`src/rtl/wave_capture_pkg.sv`:
```
// Shared definitions for the waveform capture/display path: default widths and
// the capture FSM state encoding used by wave_capture.
package wave_capture_pkg;

    localparam int WC_SAMPLE_W = 16;
    localparam int WC_DISP_W   = 8;
    localparam int WC_ADDR_W   = 8;

    typedef enum logic [1:0] {
        WC_ARMED  = 2'd0,
        WC_ACTIVE = 2'd1,
        WC_WAIT   = 2'd2
    } wc_state_e;

endpackage

```
`src/rtl/wave_capture_if.sv`:
```
// Sample-in / RAM-write-out bundle between the audio source, wave_capture and the
// ping-pong sample RAM; master is the capture side.
interface wave_capture_if
    import wave_capture_pkg::*;
#(
    parameter int SAMPLE_W = WC_SAMPLE_W,
    parameter int DISP_W   = WC_DISP_W,
    parameter int ADDR_W   = WC_ADDR_W
);
    logic                new_sample_ready;
    logic [SAMPLE_W-1:0] new_sample_in;
    logic                wave_display_idle;
    logic [ADDR_W:0]     write_address;
    logic                write_enable;
    logic [DISP_W-1:0]   write_sample;
    logic                read_index;

    modport master (
        input  new_sample_ready, new_sample_in, wave_display_idle,
        output write_address, write_enable, write_sample, read_index
    );

    modport slave (
        output new_sample_ready, new_sample_in, wave_display_idle,
        input  write_address, write_enable, write_sample, read_index
    );
endinterface

```
`src/rtl/wave_capture_rising_edge_det.sv`:
```
// Single-cycle pulse on a 0->1 transition of a synchronous level input.
module rising_edge_det (
    input  logic clk,
    input  logic reset,
    input  logic in,
    output logic rise
);
    logic in_q;

    always_ff @(posedge clk or posedge reset) begin
        if (reset) begin
            in_q <= 1'b0;
        end else begin
            in_q <= in;
        end
    end

    assign rise = in & ~in_q;
endmodule

```
`src/rtl/wave_capture.sv`:
```
// Trigger on a rising zero crossing (or timeout), write one frame into the RAM half
// the display is not reading, then flip halves at the next display blanking edge.
module wave_capture
    import wave_capture_pkg::*;
#(
    parameter int SAMPLE_W     = WC_SAMPLE_W,
    parameter int DISP_W       = WC_DISP_W,
    parameter int ADDR_W       = WC_ADDR_W,
    parameter int TRIG_TIMEOUT = 1024
) (
    input  logic           clk,
    input  logic           reset,
    wave_capture_if.master bus
);
    localparam int TW = (TRIG_TIMEOUT > 1) ? $clog2(TRIG_TIMEOUT) : 1;

    wc_state_e         state_q, state_d;
    logic [ADDR_W-1:0] index_q, index_d;
    logic [TW-1:0]     cnt_q, cnt_d;
    logic              we_q, we_d;
    logic [ADDR_W:0]   wa_q, wa_d;
    logic [DISP_W-1:0] ws_q, ws_d;
    logic              rd_q, rd_d;
    logic              prev_neg_q;
    logic              idle_rise;
    logic              strobe;
    logic              sample_neg;
    logic              timeout_hit;
    logic [DISP_W-1:0] disp;

    rising_edge_det u_idle_edge (
        .clk   (clk),
        .reset (reset),
        .in    (bus.wave_display_idle),
        .rise  (idle_rise)
    );

    assign strobe     = bus.new_sample_ready;
    assign sample_neg = bus.new_sample_in[SAMPLE_W-1];
    // Offset-binary conversion is just the top bits with the sign bit flipped.
    assign disp       = {~bus.new_sample_in[SAMPLE_W-1], bus.new_sample_in[SAMPLE_W-2 -: DISP_W-1]};
    assign timeout_hit = (TRIG_TIMEOUT != 0) && (cnt_q == TW'(TRIG_TIMEOUT - 1));

    always_comb begin
        state_d = state_q;
        index_d = index_q;
        cnt_d   = cnt_q;
        we_d    = 1'b0;
        wa_d    = wa_q;
        ws_d    = ws_q;
        rd_d    = rd_q;
        case (state_q)
            WC_ARMED: begin
                if (strobe) begin
                    if ((prev_neg_q && !sample_neg) || timeout_hit) begin
                        we_d    = 1'b1;
                        wa_d    = {~rd_q, {ADDR_W{1'b0}}};
                        ws_d    = disp;
                        index_d = ADDR_W'(1);
                        cnt_d   = '0;
                        state_d = WC_ACTIVE;
                    end else begin
                        cnt_d = cnt_q + 1'b1;
                    end
                end
            end
            WC_ACTIVE: begin
                if (strobe) begin
                    we_d    = 1'b1;
                    wa_d    = {~rd_q, index_q};
                    ws_d    = disp;
                    index_d = index_q + 1'b1;
                    if (index_q == '1) begin
                        state_d = WC_WAIT;
                    end
                end
            end
            WC_WAIT: begin
                if (idle_rise) begin
                    rd_d    = ~rd_q;
                    state_d = WC_ARMED;
                end
            end
            default: state_d = WC_ARMED;
        endcase
    end

    always_ff @(posedge clk or posedge reset) begin
        if (reset) begin
            state_q    <= WC_ARMED;
            index_q    <= '0;
            cnt_q      <= '0;
            we_q       <= 1'b0;
            wa_q       <= '0;
            ws_q       <= '0;
            rd_q       <= 1'b0;
            prev_neg_q <= 1'b0;
        end else begin
            state_q <= state_d;
            index_q <= index_d;
            cnt_q   <= cnt_d;
            we_q    <= we_d;
            wa_q    <= wa_d;
            ws_q    <= ws_d;
            rd_q    <= rd_d;
            if (strobe) begin
                prev_neg_q <= sample_neg;
            end
        end
    end

    assign bus.write_enable  = we_q;
    assign bus.write_address = wa_q;
    assign bus.write_sample  = ws_q;
    assign bus.read_index    = rd_q;
endmodule

```
`src/flat_wrapper.sv`:
```
// flat-port wrapper written by rule: the top's interface ports become plain ports
module wave_capture_flat import wave_capture_pkg::*;
#(
    parameter int SAMPLE_W     = WC_SAMPLE_W,
    parameter int DISP_W       = WC_DISP_W,
    parameter int ADDR_W       = WC_ADDR_W,
    parameter int TRIG_TIMEOUT = 1024
)
  (clk, reset, bus_new_sample_ready, bus_new_sample_in, bus_wave_display_idle, bus_write_address, bus_write_enable, bus_write_sample, bus_read_index);
  wave_capture_if #(.SAMPLE_W(SAMPLE_W), .DISP_W(DISP_W), .ADDR_W(ADDR_W)) bus_i ();
  input  logic clk;
  input  logic reset;
  input wire logic [$bits(bus_i.new_sample_ready)-1:0] bus_new_sample_ready;
  input wire logic [$bits(bus_i.new_sample_in)-1:0] bus_new_sample_in;
  input wire logic [$bits(bus_i.wave_display_idle)-1:0] bus_wave_display_idle;
  output wire logic [$bits(bus_i.write_address)-1:0] bus_write_address;
  output wire logic [$bits(bus_i.write_enable)-1:0] bus_write_enable;
  output wire logic [$bits(bus_i.write_sample)-1:0] bus_write_sample;
  output wire logic [$bits(bus_i.read_index)-1:0] bus_read_index;
  assign bus_i.new_sample_ready = bus_new_sample_ready;
  assign bus_i.new_sample_in = bus_new_sample_in;
  assign bus_i.wave_display_idle = bus_wave_display_idle;
  assign bus_write_address = bus_i.write_address;
  assign bus_write_enable = bus_i.write_enable;
  assign bus_write_sample = bus_i.write_sample;
  assign bus_read_index = bus_i.read_index;
  wave_capture #(.SAMPLE_W(SAMPLE_W), .DISP_W(DISP_W), .ADDR_W(ADDR_W), .TRIG_TIMEOUT(TRIG_TIMEOUT)) u_core (.clk(clk), .reset(reset), .bus(bus_i));
endmodule
```
`config.mk`:
```
export PLATFORM = sky130hd
export DESIGN_NAME = wave_capture_flat
export DESIGN_NICKNAME = d
export VERILOG_FILES = /design/src/rtl/wave_capture_pkg.sv /design/src/rtl/wave_capture_if.sv /design/src/rtl/wave_capture_rising_edge_det.sv /design/src/rtl/wave_capture.sv /design/src/flat_wrapper.sv
export SDC_FILE = /design/constraint.sdc
export NUM_CORES = 1
export LEC_CHECK = 0
export CELL_PAD_IN_SITES_DETAIL_PLACEMENT = 1
export CELL_PAD_IN_SITES_GLOBAL_PLACEMENT = 2
export CORE_MARGIN = 2
export CORE_UTILIZATION = 33
export CTS_CLUSTER_DIAMETER = 150
export CTS_CLUSTER_SIZE = 28
export DETAILED_ROUTE_END_ITERATION = 10
export PLACE_DENSITY_LB_ADDON = 0.1
export SLEW_MARGIN = 20
export SYNTH_ARGS = -nofsm -noshare
export SYNTH_HDL_FRONTEND = slang
export SYNTH_SLANG_ARGS = --single-unit
```
`constraint.sdc`:
```
create_clock -name clk -period 2.9 [get_ports clk]
set_input_delay 0.29 -clock clk [delete_from_list [all_inputs] [get_ports clk]]
set_output_delay 0.29 -clock clk [all_outputs]
set_load 0.01 [all_outputs]
```
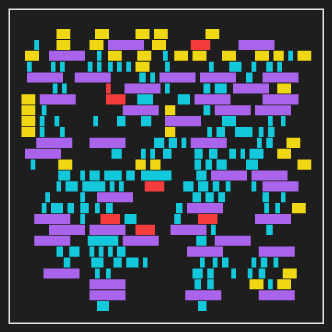
(images/placement_by_type.png)
Scale: 4 px per micron.
Purple marks sequential cells, cells 41. Red marks clock drivers and dummy loads, cells 7. Yellow marks remaining buffers and delay cells, cells 35. Cyan marks combinational and other logic, cells 133.
Core Util, Final: 43.9%
# rows: 26
sequential cell area share: 44.9%

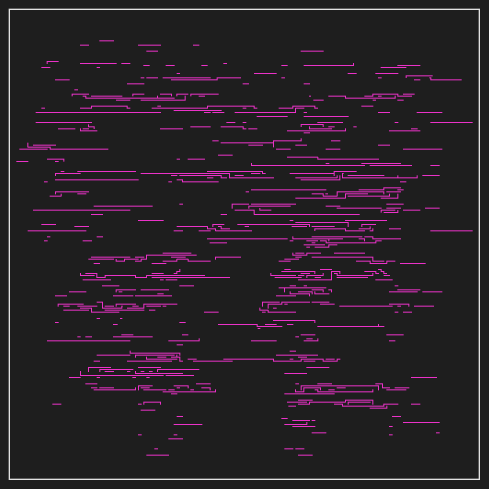
(images/layer_met1.png)
Scale: 6 px per micron.
The layer carries 1680 microns of wire. The wires run mostly horizontal. The layer holds 43% of the routed length. The longest straight run is 20.7 microns.
met1 GRT Util: 16.4%
via count: 1410
aggregate routed wire length: 3.91 mm

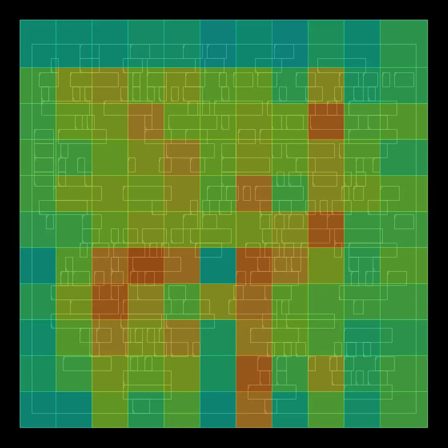
(images/congestion.png)
GR met2 Demand/Resource: 25.2%
M3 GR Usage: 4.37%
layer with the highest usage: met2
WL per Instance: 13.7 microns

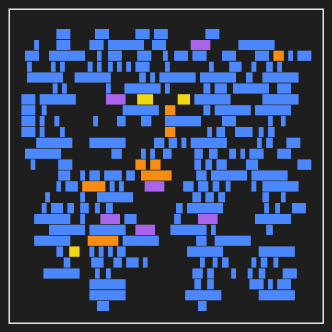
(images/sizes.png)
Scale: 4 px per micron.
Purple marks _6 and larger, cells 6, share 2.8%, most used clkbuf_8. Yellow marks _2 cells, cells 3, share 1.4%. Blue marks _0 and _1 cells, cells 199, share 92%, most used nand2_1. Orange marks _3 and _4 cells, cells 8, share 3.7%, most used buf_4.
P&R area growth vs syn: 26.0%
fin worst setup slack: 0.793 ns

==> reports/qor.txt <==
Status = finished, final reports clean
Period utilisation layout = 72.6%
CP cell instances = ha_1, nand2_1, nor3_4, o31ai_4, buf_4, or4_1, a21oi_1
Core Util at FP = 34.8%
# hold bufs at CTS = 0
Simple Share, Synth = 23.3%
DR iter-0 viols = 73
Post-synth top area cell = dfrtp_1
Proportion of layout cells with a drive suffix above 1 = 7.87%
Distinct lib cells used = 35
Power Dens Cells = 788 nW/um^2
Largest register FFs = 10
Full die area = 6100 sq um
Critical Path RT = 3.12 ns
Fin cells = 286
Most flops, register = u_core.cnt_q
Met3 WL = 139 microns
Max-slew violation count = 0
Worst Path Max Fanout = 30
Commonest flop = dfrtp_1
Top area cell types = dfrtp_1, nand2_1, o21ai_0, xor2_1, nor2_1
Worst vdd ir = 0.000292 V
Post-DP HPWL = 2.79 mm
==> final timing paths <==
path                                                  from                          end  slack [ns]  cells after the start
worst min-delay path                                 reset  u_core.bus.write_address[8]        0.44                      3
worst min register to register  u_core.bus.write_sample[4]   u_core.bus.write_sample[4]        0.48                      2
worst max-delay path                       u_core.cnt_q[0]            u_core.index_q[5]        0.79                      7
worst max register to register             u_core.cnt_q[0]            u_core.index_q[5]        0.79                      7
min in group clk                     bus_wave_display_idle      u_core.u_idle_edge.in_q        0.47                      1
max in group asynchronous                            reset              u_core.cnt_q[1]        2.10                      3
==> critical path: cells and delay by family (launching register included) <==
family,cells,cell delay (ns)
simple gates,3,0.92
flops,1,0.39
compound gates,2,0.24
buf+inv,1,0.23
fa+ha+maj,1,0.24
==> layout by cell type, fill, tap and decap left out, drive strengths merged, types with 3 or more instances in the layout <==
cell / instances
or4: 3
nand3: 3
nand4: 6
o31ai: 4
inv: 3
nand2: 49
clkbuf: 7
dfrtp: 41
buf: 5
xor2: 7
clkdlybuf4s50: 30
nor2: 11
o21ai: 16
a21oi: 7
or3: 3
==> logic make-up (layout without fill, tap and decap cells) <==
| family | after synthesis | in the layout |
|---|---|---|
| compound gates | 31 | 31 |
| xor+xnor | 8 | 8 |
| fa+ha+maj | 2 | 2 |
| buf+inv | 11 | 46 |
| flops | 41 | 41 |
| mux | 2 | 2 |
| simple gates | 86 | 86 |
==> power breakdown <==
part | switching (mW) | internal [mW]
registers | 0.142 | 0.718
clock network | 0.177 | 0.189
logic | 0.285 | 0.290
total | 0.604 | 1.20
==> area by class of cell <==
class	instances	area [sq um]	area share, %
multi-input combinational	129	731	32.0
clock buffer	7	86.3	3.78
timing repair buffer	35	338	14.8
sequential	41	1030	44.9
tap	70	87.6	3.84
inverter	4	15.0	0.658
Power and IR drop assume default switching activity.
